## src/rtl/regfile_pkg.sv

```systemverilog
// Shared widths and write-request type for the register file write arbiter.
package regfile_pkg;
  localparam int DATA_W   = 32;
  localparam int ADDR_W   = 5;
  localparam int NUM_REGS = 2 ** ADDR_W;

  typedef struct packed {
    logic [ADDR_W-1:0] addr;
    logic [DATA_W-1:0] data;
  } wr_req_t;
endpackage

```

## src/rtl/regfile_wr_fifo.sv

```systemverilog
// MDU result FIFO: strict order, power-of-two depth, all entries exposed with a valid mask.
module regfile_wr_fifo #(
  parameter int DATA_W = 32,
  parameter int ADDR_W = 5,
  parameter int DEPTH  = 2
) (
  input  logic                           clk,
  input  logic                           rst_n,
  input  logic                           push,
  input  logic [ADDR_W-1:0]              push_addr,
  input  logic [DATA_W-1:0]              push_data,
  input  logic                           pop,
  output logic [ADDR_W-1:0]              head_addr,
  output logic [DATA_W-1:0]              head_data,
  output logic [$clog2(DEPTH):0]         count,
  output logic                           full,
  output logic                           empty,
  output logic [DEPTH-1:0][ADDR_W-1:0]   entry_addr,
  output logic [DEPTH-1:0]               entry_valid
);
  localparam int PW = $clog2(DEPTH);
  localparam int CW = PW + 1;

  logic [DEPTH-1:0][ADDR_W-1:0] addr_mem;
  logic [DEPTH-1:0][DATA_W-1:0] data_mem;
  logic [PW-1:0]                wr_ptr, rd_ptr;

  assign full       = (count == CW'(DEPTH));
  assign empty      = (count == '0);
  assign head_addr  = addr_mem[rd_ptr];
  assign head_data  = data_mem[rd_ptr];
  assign entry_addr = addr_mem;

  always_ff @(posedge clk) begin
    if (push) begin
      addr_mem[wr_ptr] <= push_addr;
      data_mem[wr_ptr] <= push_data;
    end
  end

  // Depth is a power of two, so pointers wrap by natural overflow.
  always_ff @(posedge clk or negedge rst_n) begin
    if (!rst_n) begin
      wr_ptr <= '0;
      rd_ptr <= '0;
      count  <= '0;
    end else begin
      if (push) wr_ptr <= wr_ptr + 1'b1;
      if (pop)  rd_ptr <= rd_ptr + 1'b1;
      count <= count + CW'(push) - CW'(pop);
    end
  end

  for (genvar i = 0; i < DEPTH; i++) begin : g_vld
    logic [PW-1:0] off;
    assign off            = PW'(i) - rd_ptr;
    assign entry_valid[i] = ({1'b0, off} < count);
  end
endmodule

```

## src/rtl/regfile_write_arbiter.sv

```systemverilog
// Shares the register file write port between WB (always wins) and buffered MDU results.
// Optional macro REGFILE_ZERO_FILTER_EN suppresses writes to register 0.
module regfile_write_arbiter
  import regfile_pkg::*;
#(
  parameter int DATA_W     = regfile_pkg::DATA_W,
  parameter int ADDR_W     = regfile_pkg::ADDR_W,
  parameter int FIFO_DEPTH = 2,
  parameter int STARVE_MAX = 4
) (
  input  logic                         clk,
  input  logic                         rst_n,
  input  logic                         wb_valid,
  input  logic [ADDR_W-1:0]            wb_reg,
  input  logic [DATA_W-1:0]            wb_data,
  input  logic                         mdu_valid,
  output logic                         mdu_ready,
  input  logic [ADDR_W-1:0]            mdu_reg,
  input  logic [DATA_W-1:0]            mdu_data,
  output logic                         rf_reg_write,
  output logic [ADDR_W-1:0]            rf_write_reg,
  output logic [DATA_W-1:0]            rf_write_data,
  output logic                         wb_stall_req,
  output logic [2**ADDR_W-1:0]         mdu_pending,
  output logic [$clog2(FIFO_DEPTH):0]  fifo_count
);
  localparam int SW = $clog2(STARVE_MAX + 1);

  logic                                  push, pop, full, empty;
  logic [ADDR_W-1:0]                     head_addr;
  logic [DATA_W-1:0]                     head_data;
  logic [FIFO_DEPTH-1:0][ADDR_W-1:0]     entry_addr;
  logic [FIFO_DEPTH-1:0]                 entry_valid;
  logic                                  grant;
  logic                                  grant_we;
  logic [ADDR_W-1:0]                     grant_reg;
  logic [DATA_W-1:0]                     grant_data;
  logic [SW-1:0]                         starve_cnt, starve_nxt;

  // Ready comes from registered occupancy only: a full FIFO never accepts, even while draining.
  assign mdu_ready = !full;
  assign push      = mdu_valid && mdu_ready;
  assign pop       = !wb_valid && !empty;

  regfile_wr_fifo #(
    .DATA_W(DATA_W),
    .ADDR_W(ADDR_W),
    .DEPTH (FIFO_DEPTH)
  ) u_fifo (
    .clk        (clk),
    .rst_n      (rst_n),
    .push       (push),
    .push_addr  (mdu_reg),
    .push_data  (mdu_data),
    .pop        (pop),
    .head_addr  (head_addr),
    .head_data  (head_data),
    .count      (fifo_count),
    .full       (full),
    .empty      (empty),
    .entry_addr (entry_addr),
    .entry_valid(entry_valid)
  );

  always_comb begin
    grant      = wb_valid || pop;
    grant_reg  = wb_valid ? wb_reg  : head_addr;
    grant_data = wb_valid ? wb_data : head_data;
`ifdef REGFILE_ZERO_FILTER_EN
    grant_we   = grant && (grant_reg != '0);
`else
    grant_we   = grant;
`endif
  end

  always_comb begin
    starve_nxt = starve_cnt;
    if (pop || empty)
      starve_nxt = '0;
    else if (starve_cnt != SW'(STARVE_MAX))
      starve_nxt = starve_cnt + 1'b1;
  end

  always_ff @(posedge clk or negedge rst_n) begin
    if (!rst_n) begin
      rf_reg_write  <= 1'b0;
      rf_write_reg  <= '0;
      rf_write_data <= '0;
      starve_cnt    <= '0;
      wb_stall_req  <= 1'b0;
    end else begin
      rf_reg_write <= grant_we;
      if (grant) begin
        rf_write_reg  <= grant_reg;
        rf_write_data <= grant_data;
      end
      starve_cnt   <= starve_nxt;
      // Held until the starved head finally drains.
      wb_stall_req <= !pop && (wb_stall_req || (starve_nxt == SW'(STARVE_MAX)));
    end
  end

  always_comb begin
    mdu_pending = '0;
    for (int i = 0; i < FIFO_DEPTH; i++)
      if (entry_valid[i]) mdu_pending[entry_addr[i]] = 1'b1;
`ifdef REGFILE_ZERO_FILTER_EN
    mdu_pending[0] = 1'b0;
`endif
  end
endmodule

```

## config.mk

```make
export PLATFORM = sky130hd
export DESIGN_NAME = regfile_write_arbiter
export DESIGN_NICKNAME = d
export VERILOG_FILES = /design/src/rtl/regfile_pkg.sv /design/src/rtl/regfile_wr_fifo.sv /design/src/rtl/regfile_write_arbiter.sv
export SDC_FILE = /design/constraint.sdc
export NUM_CORES = 1
export LEC_CHECK = 0
export CORE_ASPECT_RATIO = 1.75
export CORE_MARGIN = 8
export CORE_UTILIZATION = 43
export CTS_CLUSTER_SIZE = 28
export DETAILED_ROUTE_END_ITERATION = 8
export PLACE_DENSITY_LB_ADDON = 0.15
export SLEW_MARGIN = 20
export SYNTH_ARGS = -nofsm -noshare
export SYNTH_HDL_FRONTEND = slang
export SYNTH_SLANG_ARGS = --single-unit
```

## constraint.sdc

```tcl
create_clock -name clk -period 2.6 [get_ports clk]
set_input_delay 0.26 -clock clk [delete_from_list [all_inputs] [get_ports clk]]
set_output_delay 0.26 -clock clk [all_outputs]
set_load 0.01 [all_outputs]
```

==> run_1/placement.png <==
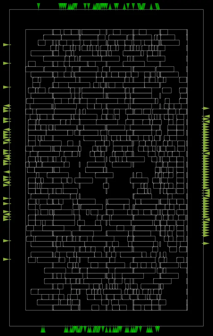
Final Instance Count excl. Fillers: 757
sequential portion of the cell area: 45.0%
core area: 12000 um^2
FILL cells: 946

==> run_1/wires.png <==
Bar = 20 um.
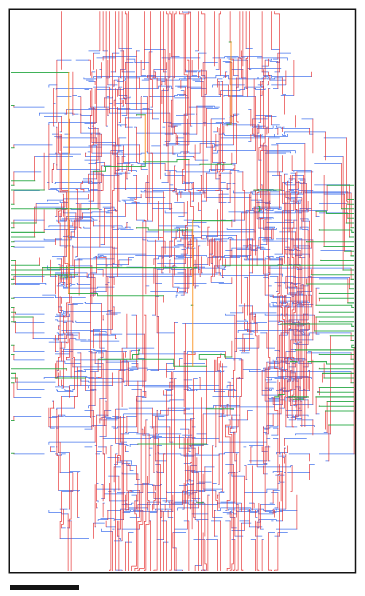
| color | layer | wire length |
|---|---|---|
| green | metal 3 | 806 um |
| red | metal 2 | 8140 um |
| blue | metal 1 | 5000 um |
| orange | metal 4 | 144 um |
detailed-route via count: 3984
DR WL/cell: 18.6 um
drt total wl: 14100 um

==> impl_metrics.tcl, run 1 <==
# collected from the flow reports
set metrics [dict create \
    status "finished clean" \
    period_minus_slack_ns 2.49 \
    pin_count 152 \
    clock_skew_ns 0.00810 \
    setup.worst_path.end "mdu_pending[19]" \
    insertion_delay_ns 0.41 \
    crit_chain "or3b_2 -> o22ai_1 -> clkdlybuf4s50_1" \
    cts_resized 1 \
    cp_max_fo 9 \
    synth_flops 120 \
    critical_path.reg2reg.endpoint "rf_write_data[28]" \
    layout_top_cell "clkdlybuf4s50_1" \
    seq_power_share_pct 37.0 \
    cts_buffers 17 \
    fp_util_pct 44.0 \
    p_clk_mw 2.07 \
    top_usage_layer "met2" \
    clock_power_share_pct 26.8 \
    yosys_warnings 0 \
    grt_use_met3_pct 5.18 \
    clk_pin_slew_ns 0.05 \
    critPathKind "register to primary output" \
    ctsHoldBuffers 1 \
    startpoint "u_fifo.entry_addr[2]" \
    cp_top_family "buffers and inverters" \
    switching_power_mw 2.68 \
    grt_pass1_wl_um 22400 \
    rsz0062_at_grt "false" \
    synthCells 427 \
    layout-drive-gt1-share_pct 11.5 \
    antenna_found_initial 0 \
    track_usage_pct 17.9 \
    p_per_area_nw_per_um2 1030 \
    postCtsSetupRepairBufs 0 \
]
==> run_1/io_placement.png <==
Pins as bars across the die edge, other pins in gray.
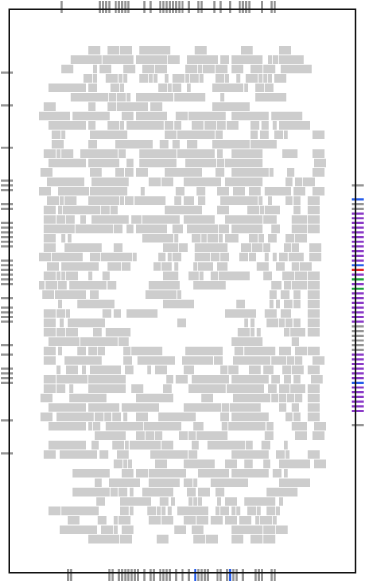
| color | port | pins | direction | edge |
|---|---|---|---|---|
| green | `fifo_count` | 2 | output | east |
| red | `rf_reg_write` | 1 | output | east |
| purple | `mdu_pending` | 32 | output | east |
| blue | `mdu_reg` | 5 | input | 3 east, 2 south |
Die Y: 163 um
IO buf count: 151
Die Wd: 99.8 um

run 1: stage by stage:
step                instance area (um^2)  setup WS (ns)  instances  power (mW)
CTS                                 7490         0.0187        756        7.81
global route                        7510         0.0250        757        8.19
finish                              7510          0.106        757        7.75
detailed placement                  6940          0.373        723        5.73
global placement                    6940          0.441        723        5.62
floorplan                           5280          0.348        427        4.48
run 1: layout make-up:
type / count / area, um^2
clock buffers: 18 / 429
repair buffers: 163 / 1620
multi-input cells: 269 / 1740
inverters: 8 / 30.0
flip-flops and latches: 120 / 3380
clock inverters: 14 / 104
well taps: 165 / 206
fillers: 946 / 4490
run 1: kinds of logic after synthesis:
group           synth area share (%)
xor+xnor                       0.829
compound gates                  17.0
buf+inv                         3.48
flops                           63.9
fa+ha+maj                      0.948
simple gates                    13.8
==> run 1 -> run 2 <==
--- a/config.mk
+++ b/config.mk
@@ -7,7 +7,7 @@
 export LEC_CHECK = 0
 export CORE_ASPECT_RATIO = 1.75
 export CORE_MARGIN = 8
-export CORE_UTILIZATION = 43
+export CORE_UTILIZATION = 25
 export CTS_CLUSTER_SIZE = 28
 export DETAILED_ROUTE_END_ITERATION = 8
 export PLACE_DENSITY_LB_ADDON = 0.15
==> run_2/io_placement.png <==
Pins as bars across the die edge, other pins in gray.
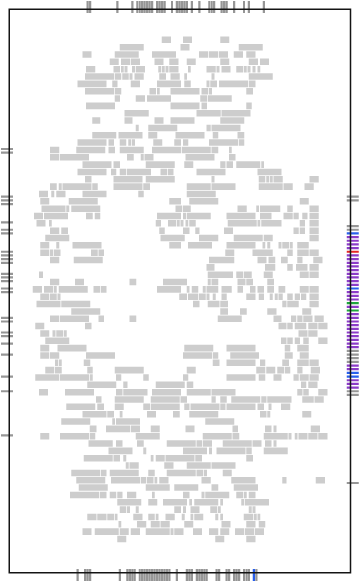
| color | port | pins | direction | edge |
|---|---|---|---|---|
| purple | `mdu_pending` | 32 | output | east |
| red | `rf_reg_write` | 1 | output | east |
| green | `fifo_count` | 2 | output | east |
| blue | `mdu_reg` | 5 | input | 4 east, 1 south |

==> run_2/wires.png <==
Bar = 50 um.
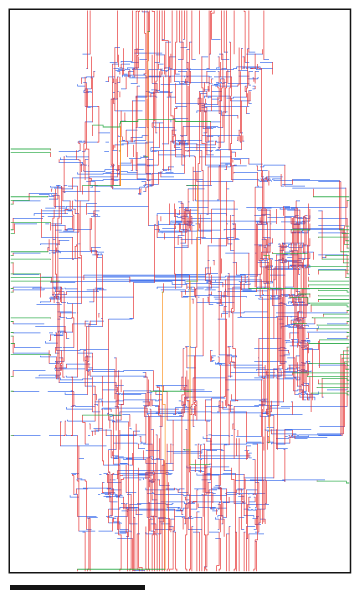
| color | layer | wire length |
|---|---|---|
| green | metal 3 | 775 um |
| blue | metal 1 | 5670 um |
| red | metal 2 | 8950 um |
| orange | metal 4 | 344 um |
drt total wl: 15700 um
total track usage: 12.1%

==> run 2 against run 1 <==
Net effect: flip-flop count did not move; count of clock-buffer cells in the layout rose by 1; setup slack got worse by 0.0074 ns; routed wire length rose by 12%; critical endpoint is now mdu_pending[18]; hold slack improved by 0.0025 ns; combinational power rose by 2%; first-iteration DRC count fell by 7.6%.
==> impl_metrics.tcl, run 2 <==
# collected from the flow reports
set metrics [dict create \
    synth.area.mux_share_pct 0 \
    antenna_found_initial 1 \
    simple_gate_share_pct 13.8 \
    clk_share_pct 7.95 \
    status "finished clean" \
    dieWidth_um 126 \
    postCtsSetupRepairBufs 0 \
    grt_use_met3_pct 3.56 \
    final_area_um2 7690 \
    postLayoutSetupSlackWorst_ns 0.0989 \
    finalPower_mw 8.15 \
    seq_cell_count 120 \
    yosys_warnings 0 \
    critPathKind "register to primary output" \
    clock_power_share_pct 29.7 \
    top_usage_layer "met2" \
    cp_max_fo 9 \
    crit_chain "or3b_2 -> o22ai_1 -> clkdlybuf4s50_1" \
    ys_sh_aoi_pct 17.0 \
    stdcell_count 844 \
]
-- run 2: cell counts after synthesis --
Identical to the previous run, type by type.
-- run 2: repair_timing --
| item | in CTS | in global routing |
|---|---|---|
| setup endpoints to repair | 8 | 31 |
| gates resized | 1 | 5 |
| hold endpoints to repair | 28 | 0 |
| hold buffers | 1 | 0 |
-- run 2: worst paths after layout --
path                                           start               end  slack [ns]  cells past startpoint
worst min register to register          wb_stall_req      wb_stall_req        0.54                      2
worst max register to register       u_fifo.count[1]      wb_stall_req        0.57                      4
worst max-delay path            u_fifo.entry_addr[2]   mdu_pending[18]         0.1                      3
max in group asynchronous                      rst_n  rf_write_data[7]        1.36                      3
worst min-delay path                        wb_valid     u_fifo.rd_ptr        0.22                      3
min in group asynchronous                      rst_n   rf_write_reg[1]        0.47                      2
Power is estimated from default activity; no workload was simulated.
